--- src/rtl/tape_scope_arbiter.sv ---
// Single-port sample RAM arbiter: scanout reads win, captures queue in a small FIFO.
// Optional macro SCOPE_DROP_CNT_EN enables the saturating dropped-capture counter.
module tape_scope_arbiter #(
    parameter int unsigned ADDR_W     = 8,
    parameter int unsigned FIFO_DEPTH = 4
) (
    input  logic              clk_video,
    input  logic              reset,
    input  logic              cap_req,
    input  logic [7:0]        cap_data,
    input  logic              disp_req,
    input  logic [ADDR_W-1:0] disp_addr,
    output logic [7:0]        disp_data,
    output logic              disp_valid,
    input  logic              clear,
    output logic              busy,
    output logic [ADDR_W-1:0] wr_ptr,
    output logic              overflow,
    output logic [7:0]        drop_cnt,
    output logic [ADDR_W-1:0] ram_addr,
    output logic [7:0]        ram_din,
    output logic              ram_we,
    input  logic [7:0]        ram_dout
);

    localparam int unsigned IDX_W = (FIFO_DEPTH > 1) ? $clog2(FIFO_DEPTH) : 1;
    localparam int unsigned CNT_W = IDX_W + 1;
    localparam logic [CNT_W-1:0]  FullCnt  = CNT_W'(FIFO_DEPTH);
    localparam logic [ADDR_W-1:0] LastAddr = '1;

    typedef enum logic [0:0] {StIdle, StClear} state_e;

    state_e            state;
    logic [ADDR_W-1:0] clear_ptr;
    logic [7:0]        fifo_mem [FIFO_DEPTH];
    logic [IDX_W-1:0]  rd_idx;
    logic [IDX_W-1:0]  wr_idx;
    logic [CNT_W-1:0]  fifo_cnt;
    logic              rd_p1;
    logic              rd_p2;

    logic             clear_start;
    logic             do_pop;
    logic             do_push;
    logic             do_drop;
    logic [IDX_W-1:0] fifo_waddr;

    always_comb begin
        clear_start = (state == StIdle) && clear;
        do_pop      = !disp_req && (state == StIdle) && !clear && (fifo_cnt != '0);
        // The clear flush empties the FIFO, so a same-cycle capture always fits.
        do_push     = cap_req && ((fifo_cnt != FullCnt) || do_pop || clear_start);
        do_drop     = cap_req && !do_push;
        fifo_waddr  = clear_start ? '0 : wr_idx;
    end

    always_ff @(posedge clk_video) begin
        if (do_push) begin
            fifo_mem[fifo_waddr] <= cap_data;
        end
    end

    always_ff @(posedge clk_video) begin
        if (reset) begin
            state      <= StIdle;
            busy       <= 1'b0;
            clear_ptr  <= '0;
            wr_ptr     <= '0;
            overflow   <= 1'b0;
            rd_idx     <= '0;
            wr_idx     <= '0;
            fifo_cnt   <= '0;
            rd_p1      <= 1'b0;
            rd_p2      <= 1'b0;
            disp_valid <= 1'b0;
            disp_data  <= 8'h00;
            ram_addr   <= '0;
            ram_din    <= 8'h00;
            ram_we     <= 1'b0;
        end else begin
            // Read pipeline: address out, RAM latency, capture into disp_data.
            rd_p1      <= disp_req;
            rd_p2      <= rd_p1;
            disp_valid <= rd_p2;
            if (rd_p2) begin
                disp_data <= ram_dout;
            end

            ram_we <= 1'b0;
            if (disp_req) begin
                ram_addr <= disp_addr;
            end else if (state == StClear) begin
                ram_addr  <= clear_ptr;
                ram_din   <= 8'h00;
                ram_we    <= 1'b1;
                clear_ptr <= clear_ptr + ADDR_W'(1);
                if (clear_ptr == LastAddr) begin
                    state <= StIdle;
                    busy  <= 1'b0;
                end
            end else if (do_pop) begin
                ram_addr <= wr_ptr;
                ram_din  <= fifo_mem[rd_idx];
                ram_we   <= 1'b1;
                wr_ptr   <= wr_ptr + ADDR_W'(1);
            end

            if (clear_start) begin
                state     <= StClear;
                busy      <= 1'b1;
                clear_ptr <= '0;
                wr_ptr    <= '0;
                overflow  <= 1'b0;
                rd_idx    <= '0;
                wr_idx    <= IDX_W'(cap_req);
                fifo_cnt  <= CNT_W'(cap_req);
            end else begin
                if (do_push) begin
                    wr_idx <= wr_idx + IDX_W'(1);
                end
                if (do_pop) begin
                    rd_idx <= rd_idx + IDX_W'(1);
                end
                fifo_cnt <= fifo_cnt + CNT_W'(do_push) - CNT_W'(do_pop);
                if (do_drop) begin
                    overflow <= 1'b1;
                end
            end
        end
    end

`ifdef SCOPE_DROP_CNT_EN
    always_ff @(posedge clk_video) begin
        if (reset || clear_start) begin
            drop_cnt <= 8'h00;
        end else if (do_drop && (drop_cnt != 8'hff)) begin
            drop_cnt <= drop_cnt + 8'h01;
        end
    end
`else
    assign drop_cnt = 8'h00;
`endif

endmodule

--- config.mk ---
export PLATFORM = sky130hd
export DESIGN_NAME = tape_scope_arbiter
export DESIGN_NICKNAME = d
export VERILOG_FILES = /design/src/rtl/tape_scope_arbiter.sv
export SDC_FILE = /design/constraint.sdc
export NUM_CORES = 1
export LEC_CHECK = 0
export ABC_AREA = 1
export CORE_ASPECT_RATIO = 1.75
export CORE_UTILIZATION = 51
export DETAILED_ROUTE_END_ITERATION = 8
export PLACE_DENSITY = 0.86
export SYNTH_ARGS = -nofsm -noshare
export SYNTH_HDL_FRONTEND = slang
export SYNTH_SLANG_ARGS = --single-unit
--- constraint.sdc ---
create_clock -name clk_video -period 2.74 [get_ports clk_video]
set_clock_uncertainty 0.1 [all_clocks]
set_input_delay 0.274 -clock clk_video [delete_from_list [all_inputs] [get_ports clk_video]]
set_output_delay 0.274 -clock clk_video [all_outputs]
set_load 0.03 [all_outputs]
**Logic cells by family**

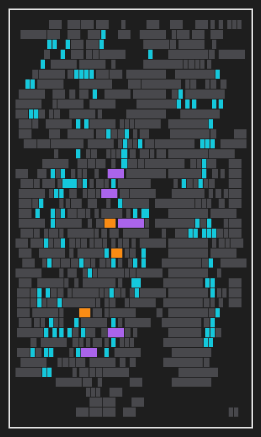
| color | family | cells | most used |
|---|---|---|---|
| purple | fa/ha/maj cells | 5 | ha_1 |
| orange | xor and xnor cells | 3 | xor2_1 |
| cyan | nor cells | 106 | nor2_1 |
logic share of the area: 0.292
Commonest Layout Cell: nor2_1

**Register map, names as in the netlist**

Bar = 20 um. Other sequential cells in the stronger gray, the rest of the logic in the fainter gray.
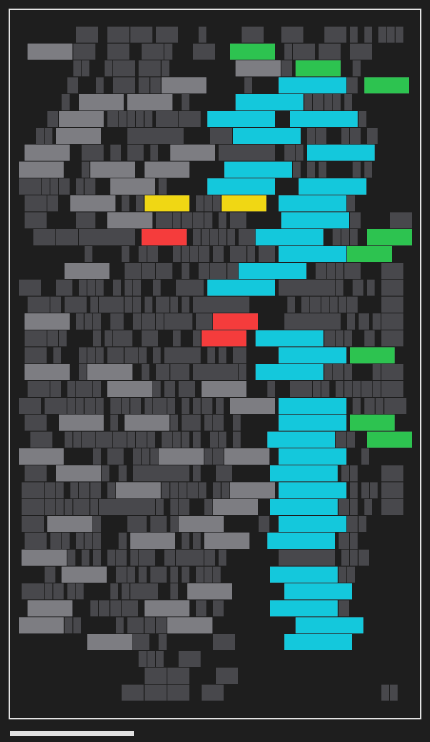
| color | signal | flops |
|---|---|---|
| red | fifo_cnt | 3 |
| yellow | wr_idx | 2 |
| green | ram_din | 8 |
| cyan | fifo_mem | 32 |
Register Area: 2080 um2
sequential cell power: 0.00144 W
Layout Utilization: 0.676
sequential cell area share: 0.446

**Layout detail**

Bar = 10 um. Region (4, 16) to (29, 41) um. Cells in gray, sequential cells in the stronger gray; small squares are vias.
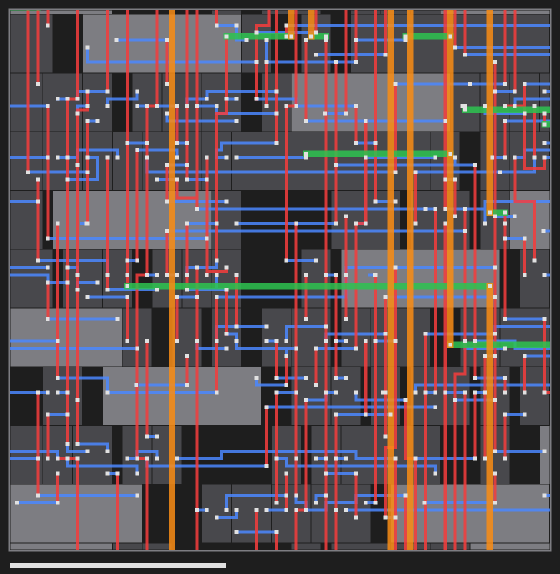
| color | layer |
|---|---|
| orange | M4 |
| red | M2 |
| blue | M1 |
| green | M3 |
netlist names of flops here include: clear_ptr (4), ram_addr (3)
cells with their middle in the window: 70
sequential cells in the window: 8
most frequent: nor2_1 (19), nand2_1 (14), dfxtp_1 (8)

==> flow_metrics.tcl <==
# implementation run metrics
set metrics [dict create \
    dpl-instance-area_um2 4390 \
    wirelength_um 8460 \
    status "finished clean" \
    path_depth 11 \
    num_rows 40 \
    ant_nets 0 \
    hold_path_class "register to register" \
    timing.final.ws_setup_ns 0.502 \
    lay_top_cells "nor2_1, nand2_1, clkdlybuf4s50_1" \
    buffer_area_frac 0.153 \
    max_freq_mhz 447 \
    critical_path.most_common_cell "ha_1" \
    fill_cells 577 \
    cpLargestDelayFamily "adder cells" \
    critPathMaxFanout 5 \
    buffers 74 \
    grt_first_pass_wirelength_um 13800 \
    crit_path_start "disp_req" \
    met3WireLength_um 310 \
    fin_area_um2 4670 \
    root_buffer "clkbuf_16" \
    fp_util 0.531 \
    min-delay-start "rd_p1$_SDFF_PP0_" \
    synth.logic.top_family "simple AND/OR/NAND/NOR gates" \
    simple_gate_share 0.229 \
    cts_num_sinks 88 \
    clk_path_buf_depth 2 \
    top_layer_used "met4" \
    aoi_share 0.108 \
    drtPass1Iterations 4 \
    num_vias 3070 \
    arrival_ns 2.36 \
    r2r_slack_ns 0.52 \
    crit-reg2reg-launch "state$_SDFFE_PP0P_" \
    use_met2 0.435 \
    die_h_um 114 \
    die_w_um 66.1 \
    ys_cells 431 \
    yosys-stat-area_um2 3660 \
    ys_types 30 \
    hold_buffers 0 \
    dp_slack_ns 0.155 \
    top_usage_layer "met2" \
    min_path_cells 2 \
    final_nets 538 \
    hold_end "rd_p2$_SDFF_PP0_" \
    r2r-end "fifo_cnt[2]$_SDFF_PP0_" \
    drive_gt1_frac 0.0707 \
    overflow 0 \
    grt_use_met1 0.259 \
    cp-end-kind "register" \
    holdWs_ns 0.314 \
    power_leakage_nw 1.77 \
    antenna_found_initial 0 \
    taps 84 \
    grt_start_max_net_pins 20 \
    grt.met3_usage 0.0488 \
    clock_area_frac 0.0587 \
]
report_power, final:
part	switching (W)	total, W	internal, W
sequential	0.0000316	0.00144	0.00141
combinational	0.000218	0.000357	0.000139
clock	0.000499	0.00112	0.000617
flip-flops by register name, summed over array words and instances (netlist names), named ones only:
register    cells
disp_valid      1
state           1
ram_addr        8
ram_we          1
disp_data       8
ram_din         8
rd_p2           1
fifo_cnt        3
overflow        1
fifo_mem       32
wr_ptr          8
clear_ptr       8
wr_idx          2
rd_idx          2
rd_p1           1
busy            1
Yosys cell counts (4+ instances only):
library cell / n
o211ai_1: 8
dfxtp_1: 56
buf_2: 4
nand3_1: 8
nor2_1: 101
clkbuf_1: 5
inv_1: 30
nand2_1: 84
nand2_2: 5
a21oi_1: 19
buf_4: 9
edfxtp_1: 32
ha_1: 4
o21ai_0: 42
Power is estimated from default activity; no workload was simulated.
